<file path="src/rtl/tl_sensor_cond.sv">
// tl_sensor_cond: conditions four raw car-detector inputs into clean traffic
// flags (Ta, Tal, Tb, Tbl) for the traffic-light next-state logic.
// Each channel is synchronised, then debounced. A new level is accepted only
// after DB_CNT consecutive qualifying ticks that all disagree with the current
// output. chg pulses for one cycle on the edge after any flag has changed.
module tl_sensor_cond #(
    parameter int DB_CNT = 4,
    parameter int CNT_W  = 3
) (
    input  logic clk,
    input  logic reset,
    input  logic tick,
    input  logic Ta_raw,
    input  logic Tal_raw,
    input  logic Tb_raw,
    input  logic Tbl_raw,
    output logic Ta,
    output logic Tal,
    output logic Tb,
    output logic Tbl,
    output logic chg
);

    localparam int NCH = 4;
    localparam logic [CNT_W-1:0] CNT_MAX = CNT_W'(DB_CNT - 1);
    localparam logic [CNT_W-1:0] CNT_ONE = CNT_W'(1);

    // Channel order in every vector: bit 0 = Ta, 1 = Tal, 2 = Tb, 3 = Tbl.
    logic [NCH-1:0]   raw;
    logic [NCH-1:0]   s1_q;
    logic [NCH-1:0]   s2_q;
    logic [NCH-1:0]   o_q;
    logic [NCH-1:0]   o_d;
    logic [NCH-1:0]   o_prev_q;
    logic [CNT_W-1:0] cnt_q [NCH];
    logic [CNT_W-1:0] cnt_d [NCH];
    logic             chg_q;

    assign raw = {Tbl_raw, Tb_raw, Tal_raw, Ta_raw};

    // Two-flop synchronizer for the asynchronous detector inputs.
    always_ff @(posedge clk) begin
        if (reset) begin
            s1_q <= '0;
            s2_q <= '0;
        end else begin
            s1_q <= raw;
            s2_q <= s1_q;
        end
    end

    // Debounce next state: any return of s2 to o restarts qualification.
    always_comb begin
        o_d = o_q;
        for (int i = 0; i < NCH; i++) begin
            cnt_d[i] = cnt_q[i];
            if (s2_q[i] == o_q[i]) begin
                cnt_d[i] = '0;
            end else if (tick) begin
                if (cnt_q[i] == CNT_MAX) begin
                    o_d[i]   = s2_q[i];
                    cnt_d[i] = '0;
                end else begin
                    cnt_d[i] = cnt_q[i] + CNT_ONE;
                end
            end
        end
    end

    // Debounce counters and conditioned flags.
    always_ff @(posedge clk) begin
        if (reset) begin
            o_q <= '0;
            for (int i = 0; i < NCH; i++) begin
                cnt_q[i] <= '0;
            end
        end else begin
            o_q <= o_d;
            for (int i = 0; i < NCH; i++) begin
                cnt_q[i] <= cnt_d[i];
            end
        end
    end

    // Change pulse: compares the flags against their value one edge earlier,
    // so a flag updated on edge N yields chg high after edge N+1 only.
    always_ff @(posedge clk) begin
        if (reset) begin
            o_prev_q <= '0;
            chg_q    <= 1'b0;
        end else begin
            o_prev_q <= o_q;
            chg_q    <= |(o_q ^ o_prev_q);
        end
    end

    assign Ta  = o_q[0];
    assign Tal = o_q[1];
    assign Tb  = o_q[2];
    assign Tbl = o_q[3];
    assign chg = chg_q;

endmodule

</file>
<file path="config.mk">
export PLATFORM = sky130hd
export DESIGN_NAME = tl_sensor_cond
export DESIGN_NICKNAME = d
export VERILOG_FILES = /design/src/rtl/tl_sensor_cond.sv
export SDC_FILE = /design/constraint.sdc
export NUM_CORES = 1
export LEC_CHECK = 0
export CORE_AREA = 2 2 47 54
export CTS_CLUSTER_DIAMETER = 30
export DETAILED_ROUTE_END_ITERATION = 16
export DIE_AREA = 0 0 49 56
export PLACE_DENSITY = 0.75
export SLEW_MARGIN = 20
export SYNTH_ARGS = -nofsm -noshare
export SYNTH_HDL_FRONTEND = slang
export SYNTH_SLANG_ARGS = --single-unit
</file>
<file path="constraint.sdc">
create_clock -name clk -period 2 [get_ports clk]
set_input_delay 0.3 -clock clk [delete_from_list [all_inputs] [get_ports clk]]
set_output_delay 0.3 -clock clk [all_outputs]
set_load 0.02 [all_outputs]
</file>
==> flow_summary_export.csv <==
group,metric,value,unit
run_status,run_status,"finished clean",
global_route,antenna_found_initial,0,
detailed_routing,first_pass_iters,4,
critical_path,crit_start,"o_q[3]",
sta,timing.final.ws_setup,312,ps
global_route,busiest_layer,"met2",
power_and_ir_drop,p_leak,0.518,nW
detailed_routing,drt_iter0_drc,17,
clock_tree,cts_buffer_depth,2,
sta,rsz0062_at_grt,"false",
power_and_ir_drop,clk-power,0.348,mW
finish,syn_to_final_growth,16.7,%
power_and_ir_drop,p_sw_share,21.2,%
yosys,ys_ff,29,
die,rows,18,
critical_path,r2r_slack,810,ps
global_route,grtUsageTotal,15.8,%
placed_design,io_buffer_count,11,
finish,fin_nets,142,
critical_path,r2r_start,"cnt_q[0][0]",
critical_path,crit_end,"Tbl",
critical_path,crit_buf_inv,1,
detailed_routing,wl,1.85,mm
finish,n_all_buffers,14,
detailed_routing,drt-met1-wl,771,um
global_route,grt_pass1_wl,3.18,mm
global_route,global_route.usage.met2,26.6,%
finish,finalNonFillerCells,161,
detailed_routing,route.met2.wl,942,um
die,ios,12,
critical_path,crit_cells,1,
yosys,yosys_area,0.00116,mm2
critical_path,path_max_fanout,5,
detailed_routing,top_layer,"met4",
clock_tree,clkTransAtPathRegs,90,ps
yosys,syn_area,0.00116,mm2
clock_tree,h-tree-depth,2,
worst_hold_path,min_to,"s2_q[2]",
sta,slew_viol_final,0,
yosys,ff_type,"dfxtp_1",
global_route,use_met3,7.53,%
yosys,synthArstFlopShare,0,%
critical_path,crit_family,"buffers and inverters",
finish,largest_class,"flip-flops and latches",
power_and_ir_drop,internal_power,0.779,mW
power_and_ir_drop,peakVddDrop,0.000562,V
critical_path,cpMaxStageDelayCell,"clkdlybuf4s50_1",
finish,largest_reg_flops,12,
power_and_ir_drop,powerDensity,733,mW/mm2
==> stage by stage <==
stage | instance area (um2) | util [%] | hold slack [ps] | power [mW]
finish | 1350 | 61.7 | 444 | 0.989
global route | 1350 | 61.7 | 467 | 1.03
CTS | 1350 | 61.7 | 451 | 1.00
detailed placement | 1290 | 59.2 | 432 | 0.655
global placement | 1290 | 59.2 | 418 | 0.653
floorplan | 1160 | - | 372 | 0.636
==> cell families (layout without fill, tap and decap cells) <==
family	after synthesis	count (layout)	share of synthesized area (%)
compound gates	16	16	7.79
simple gates	51	51	27.6
flops	29	29	50.2
fa+ha+maj	4	4	4.33
mux	1	1	0.866
buf+inv	5	22	3.14
xor+xnor	8	8	6.06
**Metal 1**

Drawn at 8 px/um.
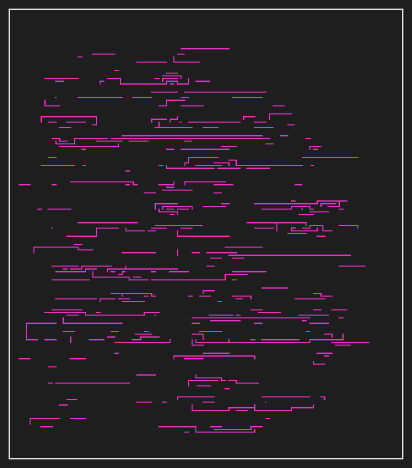
The wires run mostly horizontal. The layer holds 42% of the routed length.
met1 Usage GRT: 15.9%
DR vias: 822

**Layout detail**

Window x 0 to 25, y 30 to 55 um. Cells in gray, sequential cells in the stronger gray; small squares are vias.
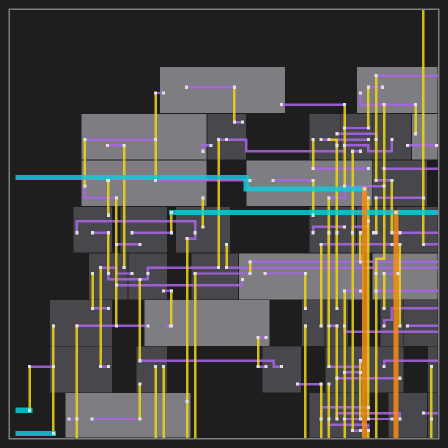
met4: shown in orange. met1: shown in purple. met3: shown in cyan. met2: shown in yellow.
Most frequent: dfxtp_1 (9), nor2b_1 (6). 35 logic cells have their middle in the window. Sequential cells in the window: 9. Netlist names of flops here include cnt_q (3), o_q (2), s1_q (2).

Power and IR drop assume default switching activity.
